### src/rtl/uart_rx_8n1.sv
// ---------------------------------------------------------------------------
// uart_rx_8n1
//   Serial receiver for the board UART_RXD pin. The frame format is 8 data bits,
//   no parity and 1 stop bit, sent LSB first. The design runs in one clock domain.
//   Each received byte is held in rx_data until the consumer acknowledges it.
//
// Parameters
//   CLKS_PER_BIT  clk cycles per bit period (must be >= 8)
//   HALF_BIT      cycles from start-edge detection to the mid-start sample
//
// Ports
//   clk        in   1  system clock, rising edge
//   rst        in   1  synchronous, active-high reset
//   rxd        in   1  asynchronous serial line, idles high
//   rx_ack     in   1  consumer has taken rx_data; clears rx_valid and overrun
//   rx_data    out  8  last good byte received
//   rx_valid   out  1  level: rx_data holds an unacknowledged byte
//   overrun    out  1  sticky: a byte completed while rx_valid was still 1
//   frame_err  out  1  one-cycle pulse: stop bit sampled low
//   busy       out  1  receiver FSM is not in IDLE
//
// Handshake: rx_valid is a level that rises when a byte is loaded. rx_valid stays
// high until rx_ack is seen at a clock edge. An rx_ack seen while rx_valid=0 has no
// effect. An rx_ack in the same cycle as a byte load is treated as consuming the
// old byte, so the new byte is left valid and overrun is not flagged.
// ---------------------------------------------------------------------------
module uart_rx_8n1 #(
   parameter int CLKS_PER_BIT = 434,
   parameter int HALF_BIT     = CLKS_PER_BIT / 2
) (
   input  logic       clk,
   input  logic       rst,
   input  logic       rxd,
   input  logic       rx_ack,
   output logic [7:0] rx_data,
   output logic       rx_valid,
   output logic       overrun,
   output logic       frame_err,
   output logic       busy
);

   localparam int CNT_W = (CLKS_PER_BIT > 1) ? $clog2(CLKS_PER_BIT) : 1;
   localparam logic [CNT_W-1:0] CNT_LAST = CNT_W'(CLKS_PER_BIT - 1);
   localparam logic [CNT_W-1:0] CNT_HALF = CNT_W'(HALF_BIT - 1);
   localparam logic [CNT_W-1:0] CNT_ONE  = CNT_W'(1);

   typedef enum logic [2:0] {
      ST_IDLE      = 3'd0,
      ST_START     = 3'd1,
      ST_DATA      = 3'd2,
      ST_STOP      = 3'd3,
      ST_WAIT_IDLE = 3'd4
   } state_t;

   state_t           state, state_nxt;
   logic [CNT_W-1:0] cnt, cnt_nxt;
   logic [2:0]       bit_idx, bit_idx_nxt;
   logic [7:0]       shift, shift_nxt;
   logic             byte_done;
   logic             stop_bad;
   logic             rxd_m, rxd_s;

   // Two-flop synchronizer. It resets to the idle line level, so a reset can
   // never be seen as a start edge.
   always_ff @(posedge clk) begin
      if (rst) begin
         rxd_m <= 1'b1;
         rxd_s <= 1'b1;
      end else begin
         rxd_m <= rxd;
         rxd_s <= rxd_m;
      end
   end

   // FSM and datapath registers
   always_ff @(posedge clk) begin
      if (rst) begin
         state   <= ST_IDLE;
         cnt     <= '0;
         bit_idx <= '0;
         shift   <= '0;
      end else begin
         state   <= state_nxt;
         cnt     <= cnt_nxt;
         bit_idx <= bit_idx_nxt;
         shift   <= shift_nxt;
      end
   end

   // Next-state logic. Each sample point is the last count of the current
   // interval. Half an interval lands the start sample mid-bit, and later
   // samples are whole bit periods apart, so every sample stays mid-bit.
   always_comb begin
      state_nxt   = state;
      cnt_nxt     = cnt;
      bit_idx_nxt = bit_idx;
      shift_nxt   = shift;
      byte_done   = 1'b0;
      stop_bad    = 1'b0;

      case (state)
         ST_IDLE: begin
            if (!rxd_s) begin
               state_nxt = ST_START;
               cnt_nxt   = '0;
            end
         end

         ST_START: begin
            if (cnt == CNT_HALF) begin
               cnt_nxt = '0;
               if (!rxd_s) begin
                  state_nxt   = ST_DATA;
                  bit_idx_nxt = '0;
               end else begin
                  // The line was low too briefly to be a start bit.
                  state_nxt = ST_IDLE;
               end
            end else begin
               cnt_nxt = cnt + CNT_ONE;
            end
         end

         ST_DATA: begin
            if (cnt == CNT_LAST) begin
               cnt_nxt   = '0;
               shift_nxt = {rxd_s, shift[7:1]};
               if (bit_idx == 3'd7) begin
                  state_nxt = ST_STOP;
               end else begin
                  bit_idx_nxt = bit_idx + 3'd1;
               end
            end else begin
               cnt_nxt = cnt + CNT_ONE;
            end
         end

         ST_STOP: begin
            if (cnt == CNT_LAST) begin
               cnt_nxt = '0;
               if (rxd_s) begin
                  byte_done = 1'b1;
                  state_nxt = ST_IDLE;
               end else begin
                  stop_bad  = 1'b1;
                  state_nxt = ST_WAIT_IDLE;
               end
            end else begin
               cnt_nxt = cnt + CNT_ONE;
            end
         end

         ST_WAIT_IDLE: begin
            // A held-low line (break) produces only one frame_err. The FSM
            // waits here until the line returns high.
            if (rxd_s) begin
               state_nxt = ST_IDLE;
            end
         end

         default: begin
            state_nxt = ST_IDLE;
            cnt_nxt   = '0;
         end
      endcase
   end

   // Output register and consumer handshake
   always_ff @(posedge clk) begin
      if (rst) begin
         rx_data   <= 8'h00;
         rx_valid  <= 1'b0;
         overrun   <= 1'b0;
         frame_err <= 1'b0;
      end else begin
         frame_err <= stop_bad;
         if (byte_done) begin
            rx_data  <= shift;
            rx_valid <= 1'b1;
            overrun  <= rx_valid & ~rx_ack;
         end else if (rx_ack) begin
            rx_valid <= 1'b0;
            overrun  <= 1'b0;
         end
      end
   end

   assign busy = (state != ST_IDLE);

endmodule

### config.mk
export PLATFORM = sky130hd
export DESIGN_NAME = uart_rx_8n1
export DESIGN_NICKNAME = d
export VERILOG_FILES = /design/src/rtl/uart_rx_8n1.sv
export SDC_FILE = /design/constraint.sdc
export NUM_CORES = 1
export LEC_CHECK = 0
export CAP_MARGIN = 20
export CORE_UTILIZATION = 45
export CTS_BUF_LIST = sky130_fd_sc_hd__clkbuf_16
export DETAILED_ROUTE_END_ITERATION = 16
export PLACE_DENSITY = 0.75
export SYNTH_ARGS = -nofsm -noshare
export SYNTH_HDL_FRONTEND = slang
export SYNTH_SLANG_ARGS = --single-unit
export TNS_END_PERCENT = 50
### constraint.sdc
create_clock -name clk -period 3.56 [get_ports clk]
set_clock_uncertainty 0.1 [all_clocks]
set_input_delay 0.89 -clock clk [delete_from_list [all_inputs] [get_ports clk]]
set_output_delay 0.89 -clock clk [all_outputs]
set_load 0.02 [all_outputs]
Run 1, the clock network:
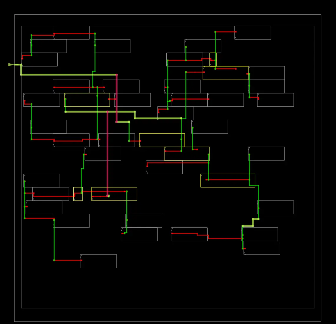
Skew-Pair Late Insertion Delay: 0.27 ns
CLK BUF: 5
registers: 36

Run 1, the metal 2 layer:
The bar under the picture is 20 um long.
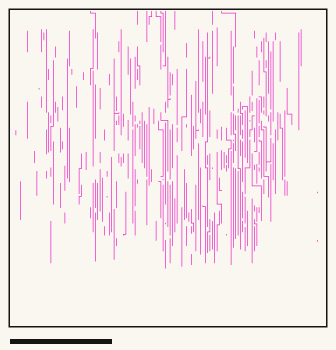
168 nets have wire on it. The longest straight run is 23.5 um. The layer holds 50% of the routed length. The layer carries 1670 um of wire.
M2 GR Usage: 30.9%
Detailed Route WL: 3310 um
vias: 1290

Run 1, metal 3:
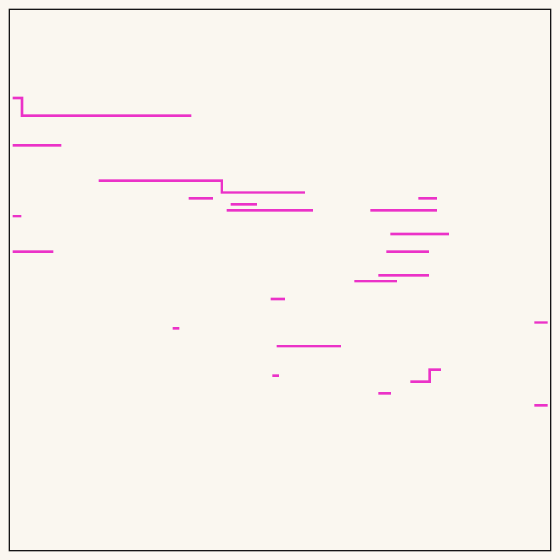
17 nets have wire on it. The layer carries 120 um of wire. The layer holds 3.6% of the routed length. The longest straight run is 19.3 um. The wires run mostly horizontal.

==> flow_summary_export.csv, run 1 <==
group,metric,value,unit
final_timing,min_period,2.59,ns
cells_and_area,drive_gt1_share,9.33,%
placed_design,dp.cells,231,
run_status,status,"completed",
floorplan,die_h,62.1,um
logic_synthesis,top_area_share,44.3,%
detailed_routing,ant_nets,0,
clocking,cts_tree,"yes",
logic_synthesis,xor_share,0,%
critical_path,crit_required,2.57,ns
global_route,grt.overflow.total,0,
clocking,root_buffer,"clkbuf_16",
logic_synthesis,syn_area_per_cell,9.15,um^2
placed_design,dp_slack,1.15,ns
logic_synthesis,postSynthSeqShare,44.3,%
global_route,grt.met1_usage,21.1,%
power,powerSeq,0.000410,W
clocking,hold_buffers,0,
detailed_routing,dr_wl_met2,1670,um
final_timing,tns,0,ns
logic_synthesis,synthCells,178,
floorplan,io_pins,16,
critical_path,crit_family,"buffers and inverters",
logic_synthesis,area_leaders,"dfxtp_1, mux2i_1, nor2_1, ha_1, nand3_1",
worst_hold_path,hold_class,"reg -> reg",
global_route,gr-usage-all-layers,18.2,%
power,leakagePower,0.744,nW
final_timing,fmax,386,MHz
power,seq_power_share,44.4,%
cells_and_area,final_cell_count_no_fill,239,
power,ir_drop,329,uV
logic_synthesis,ys_area,0.00163,mm^2
placed_design,port_buffers,15,
floorplan,die_area,0.00386,mm^2
detailed_routing,drtPass1Iterations,4,
clocking,cts.path.max_buffers,2,
cells_and_area,lay_top_count,"dfxtp_1",
flow_run,log.warning_count,28,
logic_synthesis,most_common_cell,"dfxtp_1",
final_timing,finalCritPeriodShare,72.8,%
detailed_routing,wire_per_inst,13.8,um
critical_path,cp_slowest_cell,"clkdlybuf4s50_1",
detailed_routing,dr_wl_met3,119,um
cells_and_area,fin_util,57.8,%
cells_and_area,antennaDiodeCount,0,
clocking,post_cts_buffers,0,
logic_synthesis,yosys_warnings,0,
cells_and_area,syn2layout_area_growth,20.3,%
global_route,grtUsageMet3,4.23,%
final_timing,tightest_slew,1.12,ns
logic_synthesis,ys_types,37,
critical_path,crit_chain,"or3_1, clkdlybuf4s50_1",
power,p_sw_share,19.3,%
power,intPower,0.000746,W
logic_synthesis,adder_share,3.84,%
logic_synthesis,edf_count,0,
floorplan,dieWidth,62.1,um
detailed_routing,via_per_inst,5.40,
power,power,0.000924,W
final_timing,fin_ws,0.968,ns
final_timing,slew_headroom,24.4,%
logic_synthesis,ys_sh_aoi,12.1,%
power,p_comb_share,4.2,%
floorplan,num_rows,21,
detailed_routing,drc,0,
detailed_routing,drtIter0Drc,111,
logic_synthesis,floorplan.nets,187,
==> run 1: area by class of cell <==
type,instances,area [um^2]
clock buffers,5,125
fillers,284,1430
clock inverters,3,38.8
repair buffers,16,158
flip-flops and latches,36,721
inverters,4,15.0
well taps,46,57.6
multi-input cells,129,843
==> run 1: registers in the layout, indices dropped and copies added (netlist names), 3 cells and up <==
| name | flops |
|---|---|
| bit_idx | 3 |
| cnt | 9 |
| rx_data | 8 |
| shift | 8 |
| state | 3 |
==> run 1: path summary, 6_finish.rpt <==
kind | start | end | slack [ns] | cells after the start
setup / recovery | state[2] | busy | 0.97 | 2
hold / removal | rxd_m | rxd_s | 0.33 | 1
setup reg to reg | cnt[0] | rx_data[6] | 1.37 | 6
hold reg to reg | rxd_m | rxd_s | 0.33 | 1
Run 1, wiring by layer:
The bar under the picture is 20 um long. Only two layers are drawn.
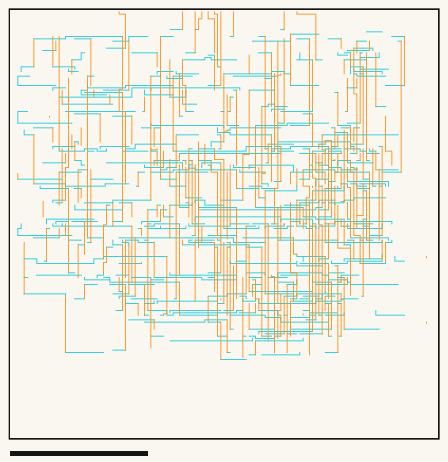

## Run 2: what changed since run 1
Clock period 3.56 ns to 2.7 ns, I/O delays scaled along.
Run 2, wiring by layer:
The bar under the picture is 20 um long. Only two layers are drawn.
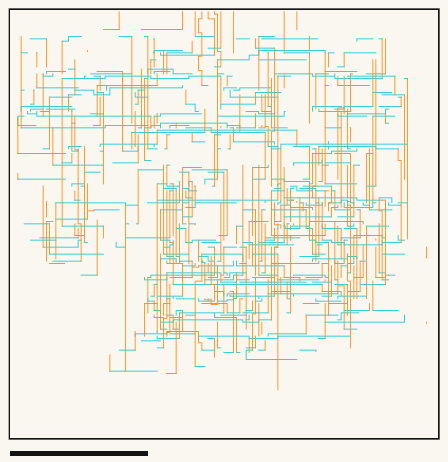
Cyan is met1, wire length 1350 um. Orange is met2, wire length 1540 um.
vias: 1303
routed len/inst: 13.0 um
Detailed Route WL: 3130 um

==> run 2 against run 1 <==
Synthesized cell count unchanged. First-iteration DRC count increased by 20%. Die size unchanged. Register-to-register slack got worse by 0.79 ns. Core utilization increased by 0.44 points. Combinational power increased by 37%. Flip-flop count unchanged. Total power increased by 33%. Global-route usage about the same. Non-clock buffer count increased by 2. Via count increased by 1.0%. Clock-buffer cell count unchanged. Critical path type unchanged. Critical endpoint unchanged. Largest cell class unchanged. Highest routed layer unchanged.
==> flow_summary_export.csv, run 2 <==
group,metric,value,unit
run_status,status,"completed",
final_timing,drv_slew,0,
detailed_routing,drtPass1Iterations,4,
critical_path,crit_required,1.92,ns
cells_and_area,antennaDiodeCount,0,
clocking,post_cts_buffers,0,
logic_synthesis,edf_count,0,
logic_synthesis,synthCells,178,
critical_path,crit_end,"busy",
power,ir_drop,353,uV
critical_path,r2r_setup_slack,0.58,ns
logic_synthesis,adder_share,3.84,%
floorplan,dieWidth,62.1,um
final_timing,fin_ws,0.313,ns
power,intPower,0.000987,W
logic_synthesis,xor_share,0,%
critical_path,crit_path_start,"state[2]",
cells_and_area,reg.largest.list,"cnt: 9 flops, rx_data: 8 flops, shift: 8 flops",
final_timing,finalCritPeriodShare,88.4,%
floorplan,io_pins,16,
cells_and_area,top_register,"cnt",
placed_design,dp_slack,0.616,ns
clocking,hold_buffers,0,
clocking,cts_tree,"yes",
cells_and_area,lay_top_count,"dfxtp_1",
detailed_routing,via_per_inst,5.41,
global_route,gr-usage-all-layers,18.3,%
logic_synthesis,yosys_warnings,0,
critical_path,r2r.worst_path.cells,7,
critical_path,start_kind,"flop",
power,comb_power,0.0000540,W
final_timing,tightest_slew,0.571,ns
worst_hold_path,hold_depth,1,
cells_and_area,fillers,296,
logic_synthesis,mux_share,11.1,%
cells_and_area,largest_register_ffs,9,
logic_synthesis,ff_type,"dfxtp_1",
critical_path,cp.depth,2,
flow_run,log.warning_count,28,
critical_path,r2r_end,"state[1]",
logic_synthesis,area_leaders,"dfxtp_1, mux2i_1, nor2_1, ha_1, nand3_1",
critical_path,crit_chain,"or3_1, clkdlybuf4s50_1",
floorplan,num_rows,21,
global_route,grt_pass1_vias,1284,
critical_path,r2r-start,"cnt[0]",
power,leakagePower,0.754,nW
logic_synthesis,top_area_share,44.3,%
clocking,cts_resized,0,
clocking,cts.path.max_buffers,2,
floorplan,die_h,62.1,um
floorplan,core_area,0.00339,mm^2
logic_synthesis,ys_area,0.00163,mm^2
final_timing,fmax,419,MHz
logic_synthesis,postSynthSeqShare,44.3,%
critical_path,crit_family,"buffers and inverters",
final_timing,slew_headroom,61.9,%
floorplan,die_area,0.00386,mm^2
logic_synthesis,ys_sh_aoi,12.1,%
logic_synthesis,floorplan.nets,187,
global_route,grt_pass1_wl,5470,um
critical_path,cp_slowest_cell,"clkdlybuf4s50_1",
placed_design,port_buffers,15,
global_route,grt.overflow.total,0,
worst_hold_path,hold_class,"reg -> reg",
power,powerSeq,0.000541,W
power,seq_power_share,44.0,%
power,power,0.00123,W
clocking,clkLatencyLatePin,0.28,ns
worst_hold_path,hold_path_startpoint,"rxd_m",
final_timing,tns,0,ns
logic_synthesis,ys_types,37,
power,p_sw_share,19.7,%
clocking,root_buffer,"clkbuf_16",
cells_and_area,syn2layout_area_growth,21.2,%
cells_and_area,drive_gt1_share,10.3,%
logic_synthesis,syn_area_per_cell,9.15,um^2
final_timing,min_period,2.39,ns
detailed_routing,ant_nets,0,
worst_hold_path,holdPathEnd,"rxd_s",
logic_synthesis,async_flop_share,0,%
detailed_routing,drc,0,
cells_and_area,final_cell_count_no_fill,241,
placed_design,dp.cells,233,
detailed_routing,drtIter0Drc,133,
logic_synthesis,ys_top_cells_by_count,"dfxtp_1, nor2_1, mux2i_1",
power,p_comb_share,4.4,%
cells_and_area,fin_util,58.2,%
logic_synthesis,most_common_cell,"dfxtp_1",
run 2: cell types whose count changed in the layout (fill, tap and decap cells not counted):
| cell | previous run | this run |
|---|---|---|
| buf_4 | 1 | 3 |
run 2: layout make-up:
cell class                      count  area, um^2  share of cell area (%)
Timing Repair Buffer               18         173                    8.75
Multi-Input combinational cell    129         843                    42.7
Inverter                            4        15.0                   0.761
Clock inverter                      3        38.8                    1.97
Tap cell                           46        57.6                    2.92
Clock buffer                        5         125                    6.34
Sequential cell                    36         721                    36.5
run 2: metal layers:
layer | share of wire (%) | wire length, um | track usage [%] | up-vias
met5 | 0 | 0 | 0 | -
li1 | - | - | - | 656
met2 | 49 | 1540 | 29.0 | 34
met4 | 2.4 | 74 | 10.5 | 0
met3 | 5.3 | 166 | 6.80 | 9
met1 | 43 | 1350 | 21.0 | 604
Run 2, power grid:
The bar under the picture is 20 um long. Pins as bars on the die edge.
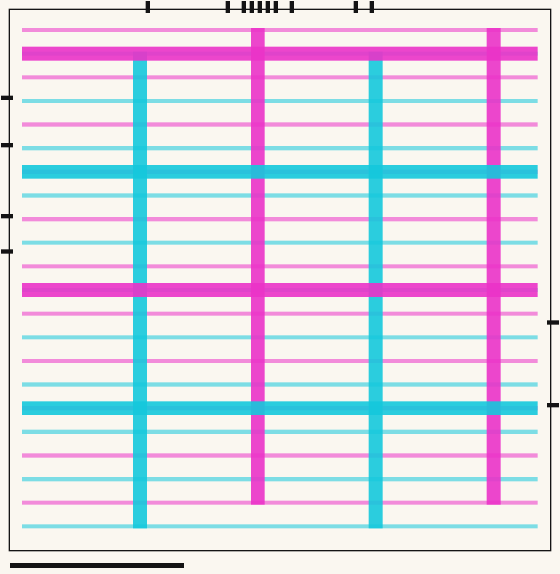

## Run 3: what changed since run 2
Settings changed: PLACE_DENSITY 0.75 to 0.65.
Run 3, power grid:
The bar under the picture is 20 um long. Pins as bars on the die edge.
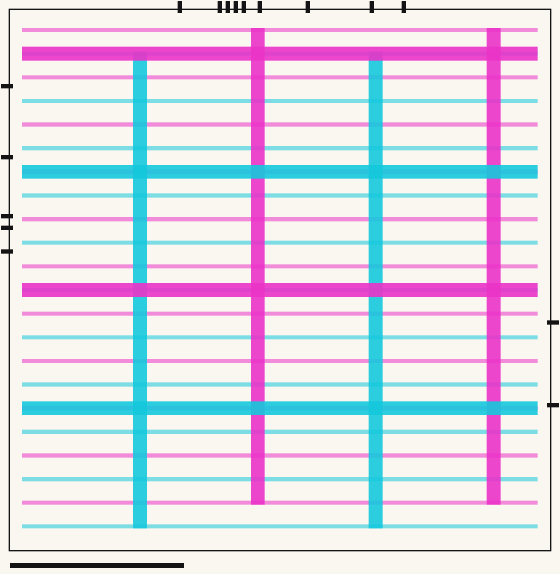
Magenta is VDD. Cyan is VSS.
4 straps on met4. 16 signal pins sit on the boundary. 4 straps on met5. 22 met1 rails follow the rows.
die height: 62.1 um
core area: 0.00339 mm^2
die width: 62.1 um
Max VDD drop: 428 uV

==> run 3 against run 2 <==
Synthesized cell count unchanged. First-iteration DRC count shrank 19%. Core utilization fell by 0.55 points. Clock-buffer cell count stayed put. Final cell count is 0.41% lower. Setup slack improved by 0.011 ns. Global-route usage fell by 1.3 points. Critical path type unchanged.
==> flow_summary_export.csv, run 3 <==
group,metric,value,unit
worst_hold_path,hold_depth,1,
power,power,0.00112,W
cells_and_area,drive_gt1_share,9.28,%
global_route,grt_pass1_vias,1190,
cells_and_area,top_register,"cnt",
detailed_routing,drc,0,
cells_and_area,reg.largest.list,"cnt: 9 flops, rx_data: 8 flops, shift: 8 flops",
floorplan,num_rows,21,
critical_path,crit_end,"busy",
critical_path,r2r_end,"rx_data[0]",
critical_path,r2r-start,"cnt[0]",
power,intPower,0.000892,W
cells_and_area,largest_register_ffs,9,
critical_path,crit_path_start,"state[2]",
detailed_routing,wire_per_inst,12.6,um
critical_path,crit_family,"buffers and inverters",
floorplan,die_area,0.00386,mm^2
detailed_routing,dr_wl_met3,96,um
clocking,cts_resized,0,
worst_hold_path,hold_path_startpoint,"rxd_m",
critical_path,crit_required,1.92,ns
logic_synthesis,syn_area_per_cell,9.15,um^2
detailed_routing,drt-total-wl,3020,um
logic_synthesis,mux_share,11.1,%
global_route,grtUsageMet3,4.41,%
final_timing,tns,0,ns
detailed_routing,drtPass1Iterations,4,
detailed_routing,via_per_inst,5.29,
detailed_routing,vias,1269,
critical_path,crit_chain,"or3_1, clkdlybuf4s50_1",
detailed_routing,wl_met1,1420,um
global_route,grt_pass1_wl,5290,um
cells_and_area,lay_top_count,"dfxtp_1",
power,p_comb_share,4.8,%
logic_synthesis,top_area_share,44.3,%
logic_synthesis,ff_type,"dfxtp_1",
logic_synthesis,ys_top_cells_by_count,"dfxtp_1, nor2_1, mux2i_1",
global_route,grt.met1_usage,20.4,%
power,powerSeq,0.000541,W
logic_synthesis,area_leaders,"dfxtp_1, mux2i_1, nor2_1, ha_1, nand3_1",
cells_and_area,syn2layout_area_growth,20.1,%
clocking,clkLatencyLatePin,0.27,ns
final_timing,fin_ws,0.323,ns
run_status,status,"completed",
logic_synthesis,ys_sh_aoi,12.1,%
final_timing,drv_slew,0,
placed_design,port_buffers,15,
global_route,grt_busiest_layer,"met2",
final_timing,fmax,421,MHz
flow_run,log.warning_count,28,
logic_synthesis,xor_share,0,%
power,leakagePower,0.737,nW
clocking,cts_tree,"yes",
detailed_routing,top_layer_used,"met4",
global_route,grt.overflow.total,0,
critical_path,cp.depth,2,
worst_hold_path,hold_class,"reg -> reg",
logic_synthesis,most_common_cell,"dfxtp_1",
critical_path,start_kind,"flop",
final_timing,tightest_slew,0.585,ns
floorplan,io_pins,16,
detailed_routing,drtIter0Drc,108,
final_timing,min_period,2.38,ns
power,seq_power_share,48.1,%
worst_hold_path,holdPathEnd,"rxd_s",
cells_and_area,antennaDiodeCount,0,
logic_synthesis,ys_area,0.00163,mm^2
critical_path,r2r_setup_slack,0.58,ns
logic_synthesis,postSynthSeqShare,44.3,%
logic_synthesis,floorplan.nets,187,
critical_path,r2r.worst_path.cells,6,
## run 3: layout make-up
class / count / area (um^2)
sequential: 36 / 721
timing repair buffer: 17 / 178
clock buffer: 5 / 125
clock inverter: 3 / 15.0
multi-input combinational: 129 / 843
inverter: 4 / 15.0
fill: 307 / 1440
tap: 46 / 57.6
## run 3: through the flow
step                      hold WS, ns  instance area [um^2]  utilization (%)  std cells
after floorplan                 0.289                  1630                -        178
after global placement          0.294                  1810             53.5        232
after detailed placement        0.301                  1810             53.5        232
after CTS                       0.314                  1950             57.7        240
after global routing            0.339                  1950             57.7        240
final                           0.310                  1950             57.7        240
Power is estimated from default activity; no workload was simulated.
